File: config.mk
export PLATFORM = sky130hd
export DESIGN_NAME = neighbor_fetch_flat
export DESIGN_NICKNAME = d
export VERILOG_FILES = /design/src/rtl/neighbor_fetch_if.sv /design/src/rtl/neighbor_fetch.sv /design/src/flat_wrapper.sv
export SDC_FILE = /design/constraint.sdc
export NUM_CORES = 1
export LEC_CHECK = 0
export CAP_MARGIN = 5
export CORE_MARGIN = 4
export CORE_UTILIZATION = 53
export CTS_CLUSTER_SIZE = 16
export DETAILED_ROUTE_END_ITERATION = 12
export GPL_TIMING_DRIVEN = 0
export MAX_ROUTING_LAYER = met4
export PLACE_DENSITY = 0.85
export REMOVE_ABC_BUFFERS = 1
export SLEW_MARGIN = 40
export SYNTH_ARGS = -nofsm -noshare
export SYNTH_HDL_FRONTEND = slang
export SYNTH_SLANG_ARGS = --single-unit
export TNS_END_PERCENT = 1
File: constraint.sdc
create_clock -name clk -period 5.1 [get_ports clk]
set_input_delay 0.765 -clock clk [delete_from_list [all_inputs] [get_ports clk]]
set_output_delay 0.765 -clock clk [all_outputs]
set_load 0.02 [all_outputs]
File: src/rtl/neighbor_fetch_if.sv
// Request, board-read and tile_check signals of neighbor_fetch in one bundle.
// The master modport is the fetch unit; the slave modport is its environment.
interface neighbor_fetch_if #(
  parameter int ROWS = 8,
  parameter int COLS = 8
);
  localparam int RW = $clog2(ROWS);
  localparam int CW = $clog2(COLS);

  logic                 req;
  logic [RW-1:0]        row;
  logic [CW-1:0]        col;
  logic                 mem_en;
  logic [RW+CW-1:0]     mem_addr;
  logic [11:0]          mem_rdata;
  logic [2:0]           up_tile;
  logic [2:0]           down_tile;
  logic [2:0]           right_tile;
  logic [2:0]           left_tile;
  logic                 start_signal;
  logic                 endsignal;
  logic [5:0]           tile_type;
  logic [5:0]           result_type;
  logic                 done;
  logic                 error;
  logic                 busy;

  modport master (
    input  req, row, col, mem_rdata, endsignal, tile_type,
    output mem_en, mem_addr, up_tile, down_tile, right_tile, left_tile,
           start_signal, result_type, done, error, busy
  );

  modport slave (
    output req, row, col, mem_rdata, endsignal, tile_type,
    input  mem_en, mem_addr, up_tile, down_tile, right_tile, left_tile,
           start_signal, result_type, done, error, busy
  );
endinterface

File: src/rtl/neighbor_fetch.sv
// Reads a target cell and its four neighbours from the board, hands the facing
// edge codes to tile_check and returns its verdict with a one-cycle done pulse.
//
// state | meaning
// IDLE  | waiting for req
// SELF  | read target cell
// UP    | read row-1, capture target word
// DOWN  | read row+1, capture up neighbour
// RIGHT | read col+1, capture down neighbour
// LEFT  | read col-1, capture right neighbour
// CAP   | capture left neighbour, decide occupied vs check
// CHECK | start_signal high, wait for endsignal
// DONE  | done pulse with error
module neighbor_fetch #(
  parameter int ROWS = 8,
  parameter int COLS = 8
) (
  input  logic              clk,
  input  logic              reset_n,
  neighbor_fetch_if.master  bus
);
  localparam int RW = $clog2(ROWS);
  localparam int CW = $clog2(COLS);

  typedef enum logic [3:0] {
    IDLE, SELF, UP, DOWN, RIGHT, LEFT, CAP, CHECK, DONE
  } state_t;

  state_t        state;
  logic [RW-1:0] row_q;
  logic [CW-1:0] col_q;
  logic [11:0]   self_word;
  logic          at_top, at_bot, at_left, at_right;

  assign at_top   = (row_q == '0);
  assign at_bot   = (row_q == RW'(ROWS - 1));
  assign at_left  = (col_q == '0);
  assign at_right = (col_q == CW'(COLS - 1));

  // Outputs are registered, so each read slot's address is set on entry to it.
  always_ff @(posedge clk) begin
    if (!reset_n) begin
      state            <= IDLE;
      row_q            <= '0;
      col_q            <= '0;
      self_word        <= '0;
      bus.mem_en       <= 1'b0;
      bus.mem_addr     <= '0;
      bus.up_tile      <= 3'b000;
      bus.down_tile    <= 3'b000;
      bus.right_tile   <= 3'b000;
      bus.left_tile    <= 3'b000;
      bus.start_signal <= 1'b0;
      bus.result_type  <= 6'd0;
      bus.done         <= 1'b0;
      bus.error        <= 1'b0;
      bus.busy         <= 1'b0;
    end else begin
      case (state)
        IDLE: begin
          if (bus.req) begin
            row_q        <= bus.row;
            col_q        <= bus.col;
            bus.mem_en   <= 1'b1;
            bus.mem_addr <= {bus.row, bus.col};
            bus.busy     <= 1'b1;
            state        <= SELF;
          end
        end
        SELF: begin
          bus.mem_en   <= !at_top;
          bus.mem_addr <= {row_q - 1'b1, col_q};
          state        <= UP;
        end
        UP: begin
          self_word    <= bus.mem_rdata;
          bus.mem_en   <= !at_bot;
          bus.mem_addr <= {row_q + 1'b1, col_q};
          state        <= DOWN;
        end
        DOWN: begin
          bus.up_tile  <= at_top ? 3'b000 : bus.mem_rdata[5:3];
          bus.mem_en   <= !at_right;
          bus.mem_addr <= {row_q, col_q + 1'b1};
          state        <= RIGHT;
        end
        RIGHT: begin
          bus.down_tile <= at_bot ? 3'b000 : bus.mem_rdata[11:9];
          bus.mem_en    <= !at_left;
          bus.mem_addr  <= {row_q, col_q - 1'b1};
          state         <= LEFT;
        end
        LEFT: begin
          bus.right_tile <= at_right ? 3'b000 : bus.mem_rdata[2:0];
          bus.mem_en     <= 1'b0;
          state          <= CAP;
        end
        CAP: begin
          bus.left_tile <= at_left ? 3'b000 : bus.mem_rdata[8:6];
          if (self_word != 12'd0) begin
            bus.result_type <= 6'd0;
            bus.done        <= 1'b1;
            bus.error       <= 1'b1;
            state           <= DONE;
          end else begin
            bus.start_signal <= 1'b1;
            state            <= CHECK;
          end
        end
        CHECK: begin
          if (bus.endsignal) begin
            bus.result_type  <= bus.tile_type;
            bus.start_signal <= 1'b0;
            bus.done         <= 1'b1;
            bus.error        <= (bus.tile_type == 6'd0);
            state            <= DONE;
          end
        end
        DONE: begin
          bus.done  <= 1'b0;
          bus.error <= 1'b0;
          bus.busy  <= 1'b0;
          state     <= IDLE;
        end
        default: state <= IDLE;
      endcase
    end
  end
endmodule

File: src/flat_wrapper.sv
// flat-port wrapper written by rule: the top's interface ports become plain ports
module neighbor_fetch_flat 
#(
  parameter int ROWS = 8,
  parameter int COLS = 8
)
  (clk, reset_n, bus_req, bus_row, bus_col, bus_mem_rdata, bus_endsignal, bus_tile_type, bus_mem_en, bus_mem_addr, bus_up_tile, bus_down_tile, bus_right_tile, bus_left_tile, bus_start_signal, bus_result_type, bus_done, bus_error, bus_busy);
  neighbor_fetch_if #(.ROWS(ROWS), .COLS(COLS)) bus_i ();
  input  logic clk;
  input  logic reset_n;
  input wire logic [$bits(bus_i.req)-1:0] bus_req;
  input wire logic [$bits(bus_i.row)-1:0] bus_row;
  input wire logic [$bits(bus_i.col)-1:0] bus_col;
  input wire logic [$bits(bus_i.mem_rdata)-1:0] bus_mem_rdata;
  input wire logic [$bits(bus_i.endsignal)-1:0] bus_endsignal;
  input wire logic [$bits(bus_i.tile_type)-1:0] bus_tile_type;
  output wire logic [$bits(bus_i.mem_en)-1:0] bus_mem_en;
  output wire logic [$bits(bus_i.mem_addr)-1:0] bus_mem_addr;
  output wire logic [$bits(bus_i.up_tile)-1:0] bus_up_tile;
  output wire logic [$bits(bus_i.down_tile)-1:0] bus_down_tile;
  output wire logic [$bits(bus_i.right_tile)-1:0] bus_right_tile;
  output wire logic [$bits(bus_i.left_tile)-1:0] bus_left_tile;
  output wire logic [$bits(bus_i.start_signal)-1:0] bus_start_signal;
  output wire logic [$bits(bus_i.result_type)-1:0] bus_result_type;
  output wire logic [$bits(bus_i.done)-1:0] bus_done;
  output wire logic [$bits(bus_i.error)-1:0] bus_error;
  output wire logic [$bits(bus_i.busy)-1:0] bus_busy;
  assign bus_i.req = bus_req;
  assign bus_i.row = bus_row;
  assign bus_i.col = bus_col;
  assign bus_i.mem_rdata = bus_mem_rdata;
  assign bus_i.endsignal = bus_endsignal;
  assign bus_i.tile_type = bus_tile_type;
  assign bus_mem_en = bus_i.mem_en;
  assign bus_mem_addr = bus_i.mem_addr;
  assign bus_up_tile = bus_i.up_tile;
  assign bus_down_tile = bus_i.down_tile;
  assign bus_right_tile = bus_i.right_tile;
  assign bus_left_tile = bus_i.left_tile;
  assign bus_start_signal = bus_i.start_signal;
  assign bus_result_type = bus_i.result_type;
  assign bus_done = bus_i.done;
  assign bus_error = bus_i.error;
  assign bus_busy = bus_i.busy;
  neighbor_fetch #(.ROWS(ROWS), .COLS(COLS)) u_core (.clk(clk), .reset_n(reset_n), .bus(bus_i));
endmodule
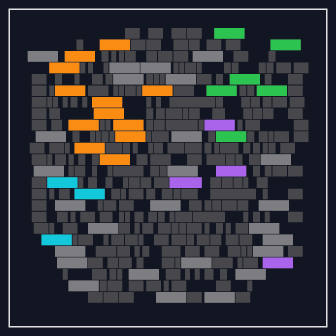
Figure 1: run 1, sequential cells colored by netlist name.
Other sequential cells in the stronger gray, the rest of the logic in the fainter gray.
- u_core.bus.down_tile: cyan (placed flops 3)
- u_core.state: purple (placed flops 4)
- u_core.bus.result_type: green (placed flops 6; where north-east)
- u_core.self_word: orange (placed flops 12)
- not colored: 26
Sequential Power: 0.000512 W
area occupied by registers: 0.00102 mm^2

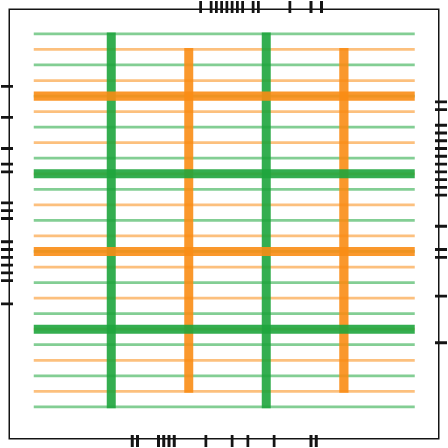
Figure 2: run 1, supply network.
Pins as bars on the die edge.
- VSS: green
- VDD: orange
- met5 straps: 4
- rows: 24
- signal pins: 57
- met4 straps: 4
- met1 rails: 25

==> GITHUB_STEP_SUMMARY, run 1 <==
## Implementation flow summary

| Metric | Value |
|---|---|
| Fin area | 0.00306 mm^2 |
| GR met2 Demand/Resource | 35.8% |
| Net Sw Frac | 32.4% |
| Global router's overall resource usage | 22.1% |
| Top area cells in the synthesized netlist | dfxtp_1, a21oi_1, nand2_1, nor2_1, a22oi_1 |
| Die width | 74.9 um |
| CP max stage cell | dfxtp_1 |
| Max Fanout on Critical Path | 21 |
| IR drop worst, VDD | 0.000246 V |
| CTS resizes | 0 |
| Floorplan row count | 24 |
| Unrepaired setup endpoints after global routing | no |
| Number of antenna violations at the first check in global routing | 0 |
| Worst relative slew slack | 47.3% |
| Share of flip-flops with an asynchronous set or reset after synthesis | 0% |
| Largest cell class by area | logic gates |
| Drt total wl | 5.84 mm |
| Proportion of power drawn by combinational gates | 29.0% |
| Highest clock frequency the design can meet | 362 MHz |
| Floorplan utilization | 54.5% |
| Multi-input gate area | 0.00124 mm^2 |
| WS Path Type | flop to flop |
| Post-Syn Instances | 278 |
| Max_cap viols | 0 |
| Xor/xnor cell area share of the yosys netlist | 1.85% |
| Hold/Removal Path Class | flop to flop |
| Cell Chain, Critical Path | nand2b_1 > or3_1 > inv_2 > fa_1 > xor2_1 > mux2i_1 > a32oi_1 > a21oi_1 |
| Outcome | finished, final reports clean |
| Logic inverters | 9 |
| Maximum number of pins on one net before global-route repair | 44 |
| Total length of routed met2 wires | 2.79 mm |
| Worst-path clk slew | 0.09 ns |
| Required time of the critical path | 5.27 ns |
| Worst-skew pair later-pin latency | 0.31 ns |
| Die Y | 74.9 um |
| Final layout net count | 350 |
| CP top delay family | flip-flops |
| Number of filler cells placed in the layout | 347 |
| Layout area overhead | 28.8% |
| OpenROAD warning count | 25 |
| Flop share of the area | 33.5% |
| Mean routed wirelength per cell | 15.6 um |
| Startpoint types | flop |
| Int Pwr | 0.000804 W |
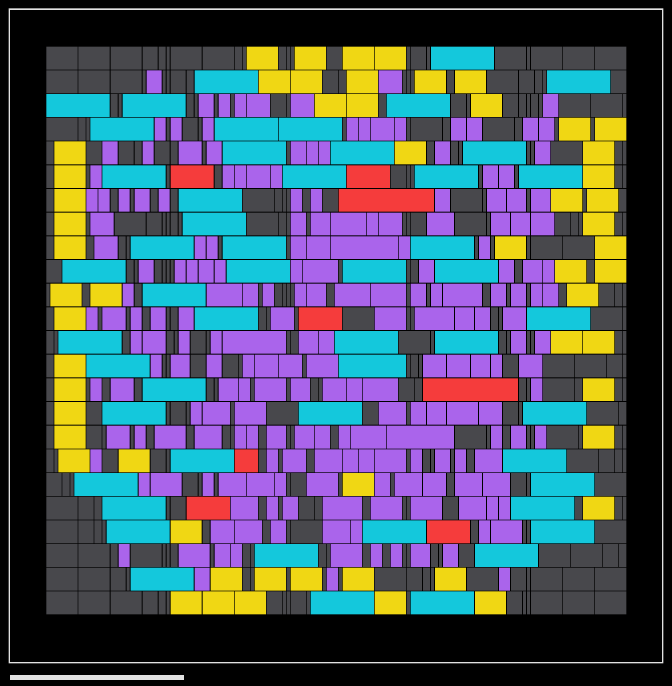
Figure 3: run 1, placement by cell class.
The bar under the picture is 20 um long. Fill, decap, tap and diode cells in gray.
- other buffers and delay cells: yellow (cells 56)
- flip-flops: cyan (cells 51)
- all other logic: purple (cells 206)
- clock drivers and dummy loads: red (cells 8)

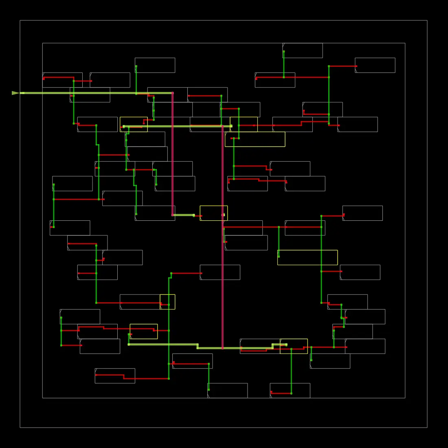
Figure 4: run 1, clock nets.
Clock Power: 0.000333 W
clock skew: 0.00558 ns

==> run 1 -> run 2 <==
- CORE_UTILIZATION: 53 -> 44
- PLACE_DENSITY: 0.85 -> 0.75
- clock period: 5.1 -> 2.4 ns (I/O delays scaled with it)
==> run 2 against run 1 <==
Combinational power rose by 110%. Critical path type unchanged. Wire length fell by 3.3%. Die size up 18%. Hold slack got worse by 0.0036 ns. Largest cell class unchanged. Via count shrank 1.9%. Final area shrank 0.20%. Non-clock buffer count unchanged. Sequential cell count unchanged.
==> GITHUB_STEP_SUMMARY, run 2 <==
## Implementation flow summary

| Metric | Value |
|---|---|
| Final antenna diode count | 0 |
| Slew @ Worst Pin | 0.758 ns |
| Number of antenna violations at the first check in global routing | 0 (unchanged) |
| Highest clock frequency the design can meet | 445 MHz (+23%) |
| GR met2 Demand/Resource | 30.0% (-5.8 points) |
| Portion of total power attributed to the clock network | 21.9% |
| Wire length of the first global-routing pass | 9.16 mm |
| Reg-to-reg setup timing slack | 0.15 ns |
| CP max stage cell | dfxtp_4 |
| Worst relative slew slack | 49.4% (+2.0 points) |
| Largest cell class by area | logic gates |
| Finish-stage setup viols | 0 |
| Simple-gate portion of the synthesized area | 21.3% |
| OpenROAD warning count | 26 (+4.0%) |
| Post-route total power | 0.00232 W |
| Worst-path clk slew | 0.10 ns (about the same) |
| Count of multi-input combinational gates | 197 |
| WP depth | 7 |
| Global router's overall resource usage | 18.1% (-4.0 points) |
| Top area cells in the synthesized netlist | dfxtp_1, a21oi_1, nand2_1, nor2_1, a22oi_1 |
| Placed cells | 383 |
| Number of filler cells placed in the layout | 477 (+37%) |
| Met1 track utilization from global routing | 21.7% |
| RR Startpoint | u_core.state[1] |
| Share of flip-flops with an asynchronous set or reset after synthesis | 0% (unchanged) |
| Number of pins exceeding their max-slew limit in the final report | 0 |
| Startpoint types | flop |
| Post-Syn Instances | 278 (unchanged) |
| Required time of the critical path | 2.63 ns (-2.64 ns) |
| WS Path Type | flop to flop |
| Int Pwr | 0.00151 W (+88%) |
| Multi-input gate area | 0.00125 mm^2 (+0.71%) |
| Xor/xnor cell area share of the yosys netlist | 1.85% (unchanged) |
| Synth warn | 0 |
| Outcome | finished, final reports clean |
| Max_cap viols | 0 (unchanged) |
| Hold Path Sink | u_core.self_word[4] |
| Worst-skew pair later-pin latency | 0.31 ns (about the same) |
| Finished Core Util | 59.0% |
| Hold wc startpoint | u_core.self_word[4] |
| Average vias per placed instance | 5.58 |
| Flop share of the area | 33.7% (+0.27 points) |
| Max Fanout on Critical Path | 27 (+29%) |
| Maximum number of pins on one net before global-route repair | 44 (unchanged) |
| Proportion of power drawn by combinational gates | 31.3% (+2.3 points) |
| Post-CTS Hold Buffers | 0 |
| Sequential Power | 0.00108 W (+110%) |
| Clock Power | 0.000508 W (+53%) |
| Yosys top cell by area | dfxtp_1 |
| Cell Chain, Critical Path | nand2b_1 > or3_4 > inv_2 > fa_1 > mux2i_1 > o22ai_1 > a31oi_1 |
| Most frequent logic cells in the routed design | clkdlybuf4s50_1, dfxtp_1, nand2_1 |
| Critical path data arrival time | 2.48 ns |
| Total length of routed met2 wires | 2.69 mm (-3.6%) |
| Mean routed wirelength per cell | 14.4 um (-7.7%) |
| Hold/Removal Path Class | flop to flop |
| Cell area power density | 760 mW/mm^2 |
| Floorplan row count | 26 (+8.3%) |
| Sequential fraction of design power | 46.8% |
| Drt total wl | 5.65 mm (-3.3%) |
| Unrepaired setup endpoints after global routing | yes |
| Highest Signal Layer | met4 |
| Clock skew | 0.00689 ns (+0.00131 ns) |
| Routed via count | 2,181 |
| Layout area overhead | 28.5% |
| CTS tree | yes |
| Layout cells sized above 1 | 8.10% |
| CTS resizes | 6 (+6) |
| Final layout net count | 350 (unchanged) |
| Buffers added on ports | 56 |
| Logic inverters | 9 (unchanged) |
| First-pass iteration count of the detailed router | 4 |
| Lkg Pwr | 1.08 nW |
| Number of standard cells in the final layout excluding fillers | 391 |
| CP top delay family | simple AND/OR/NAND/NOR gates |
| Number of standard cells reported by yosys | 278 |
| Tally of clock buffers in the finished layout | 5 |
| Floorplan utilization | 45.9% (-8.6 points) |
| Number of unique standard cell types used by synthesis | 49 |
| Net Sw Frac | 34.8% (+2.4 points) |
| Crit path capture type | flop |
| Area occupied by registers | 0.00103 mm^2 (+0.61%) |
| Fin area | 0.00305 mm^2 (-0.20%) |
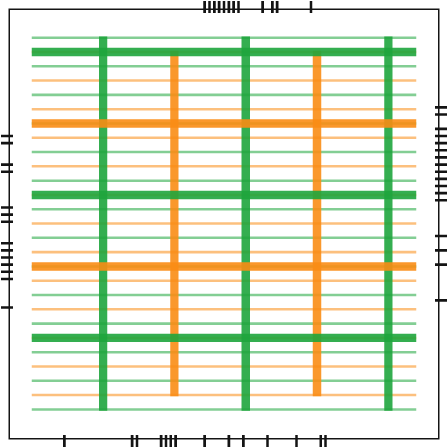
Figure 5: run 2, supply network.
Pins as bars on the die edge.
- VSS: green
- VDD: orange
- met1 rails: 27
- met4 straps: 5
- signal pins: 57
- rows: 26
die width: 81.4 um
standard cell core area: 0.00517 mm^2
Die Y: 81.4 um
IR drop worst, VDD: 0.000346 V

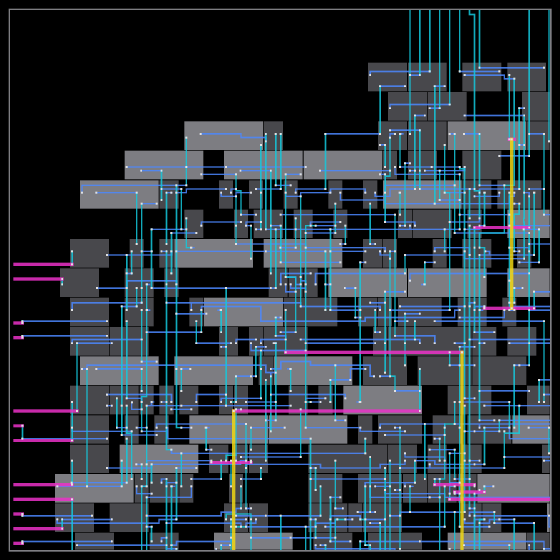
Figure 6: run 2, close-up of the layout.
Region (0, 31) to (50, 81) um. Cells in gray, sequential cells in the stronger gray; small squares are vias.
- met3: magenta
- met2: cyan
- met4: yellow
- met1: blue
- netlist names of flops here include: u_core.self_word (12), u_core.bus.left_tile (3), u_core.bus.right_tile (3)
- most frequent: dfxtp_1 (25), nand2_1 (24), clkdlybuf4s50_1 (22)
- cells with their middle in the window: 141
- sequential cells in the window: 25

==> run 2 -> run 3 <==
- SETUP_SLACK_MARGIN: unset -> 0.02
==> run 3 against run 2 <==
Final cell count stayed put. Total power stayed put. Clock power about the same. Sequential power is essentially flat. Wire length unchanged. Highest routed layer unchanged. Clock skew unchanged. Synthesized area is the same. Critical path type unchanged. Synthesized cell count did not move. Largest power group unchanged.
==> GITHUB_STEP_SUMMARY, run 3 <==
## Implementation flow summary

| Metric | Value |
|---|---|
| Average vias per placed instance | 5.58 (unchanged) |
| WP depth | 7 (unchanged) |
| Standard cell core area | 0.00517 mm^2 (unchanged) |
| Hold/Removal Path Class | flop to flop |
| Number of filler cells placed in the layout | 477 (unchanged) |
| Highest clock frequency the design can meet | 445 MHz (unchanged) |
| Layout area overhead | 28.5% (unchanged) |
| Layout cells sized above 1 | 8.10% (unchanged) |
| Most frequent logic cells in the routed design | clkdlybuf4s50_1, dfxtp_1, nand2_1 |
| Portion of total power attributed to the clock network | 21.9% (about the same) |
| CP max stage cell | dfxtp_4 |
| Final antenna diode count | 0 (unchanged) |
| Simple-gate portion of the synthesized area | 21.3% (unchanged) |
| Die Y | 81.4 um (unchanged) |
| Number of antenna violations at the first check in global routing | 0 (unchanged) |
| Flop share of the area | 33.7% (unchanged) |
| Synth warn | 0 (unchanged) |
| Post-Syn Instances | 278 (unchanged) |
| Worst relative slew slack | 49.4% (unchanged) |
| Fin area | 0.00305 mm^2 (unchanged) |
| Unrepaired setup endpoints after global routing | yes |
| Finish-stage setup viols | 0 (unchanged) |
| Sequential Power | 0.00108 W (about the same) |
| Placed cells | 383 (unchanged) |
| Cell Chain, Critical Path | nand2b_1 > or3_4 > inv_2 > fa_1 > mux2i_1 > o22ai_1 > a31oi_1 |
| Share of flip-flops with an asynchronous set or reset after synthesis | 0% (unchanged) |
| Critical path data arrival time | 2.48 ns (about the same) |
| Hold Path Sink | u_core.self_word[4] |
| Largest cell class by area | logic gates |
| Reg-to-reg setup timing slack | 0.15 ns (about the same) |
| Total length of routed met2 wires | 2.69 mm (unchanged) |
| OpenROAD warning count | 27 (+3.8%) |
| Hold wc startpoint | u_core.self_word[4] |
| CTS resizes | 6 (unchanged) |
| Mean routed wirelength per cell | 14.4 um (unchanged) |
| Die width | 81.4 um (unchanged) |
| Multi-input gate area | 0.00125 mm^2 (unchanged) |
| Crit path capture type | flop |
| Number of standard cells reported by yosys | 278 (unchanged) |
| Post-route total power | 0.00232 W (unchanged) |
| Global router's overall resource usage | 18.1% (unchanged) |
| Wire length of the first global-routing pass | 9.16 mm (unchanged) |
| Max Fanout on Critical Path | 27 (unchanged) |
| Count of multi-input combinational gates | 197 (unchanged) |
| Floorplan utilization | 45.9% (unchanged) |
| Sequential fraction of design power | 46.8% (about the same) |
| Max_cap viols | 0 (unchanged) |
| Number of pins exceeding their max-slew limit in the final report | 0 (unchanged) |
| Proportion of power drawn by combinational gates | 31.3% (about the same) |
| Lkg Pwr | 1.08 nW (unchanged) |
| Top area cells in the synthesized netlist | dfxtp_1, a21oi_1, nand2_1, nor2_1, a22oi_1 |
| GR met2 Demand/Resource | 30.0% (unchanged) |
| First-pass iteration count of the detailed router | 4 (unchanged) |
| RR Startpoint | u_core.state[1] |
| Int Pwr | 0.00151 W (unchanged) |
| Outcome | finished, final reports clean |
| Highest Signal Layer | met4 |
| Number of unique standard cell types used by synthesis | 49 (unchanged) |
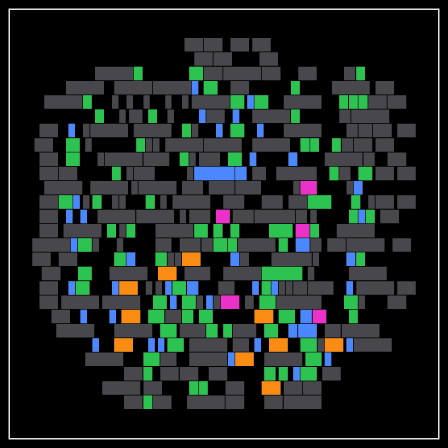
Figure 7: run 3, selected gate families.
- multiplexers: orange (cells 10; where south)
- inverting AOI/OAI gates: green (cells 77)
- AND-OR and OR-AND gates: magenta (cells 5)
- NOR gates: blue (cells 43)
most instantiated logic cell after routing: clkdlybuf4s50_1
logic gate fraction of the total cell area: 40.9%

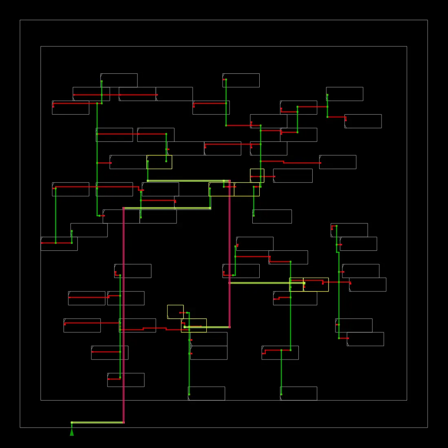
Figure 8: run 3, clock nets.
Clock Power: 0.000508 W
clock skew: 0.00689 ns
worst-skew pair later-pin latency: 0.31 ns
tally of clock buffers in the finished layout: 5

No activity file was given, so power comes from the tool's default toggle rates.
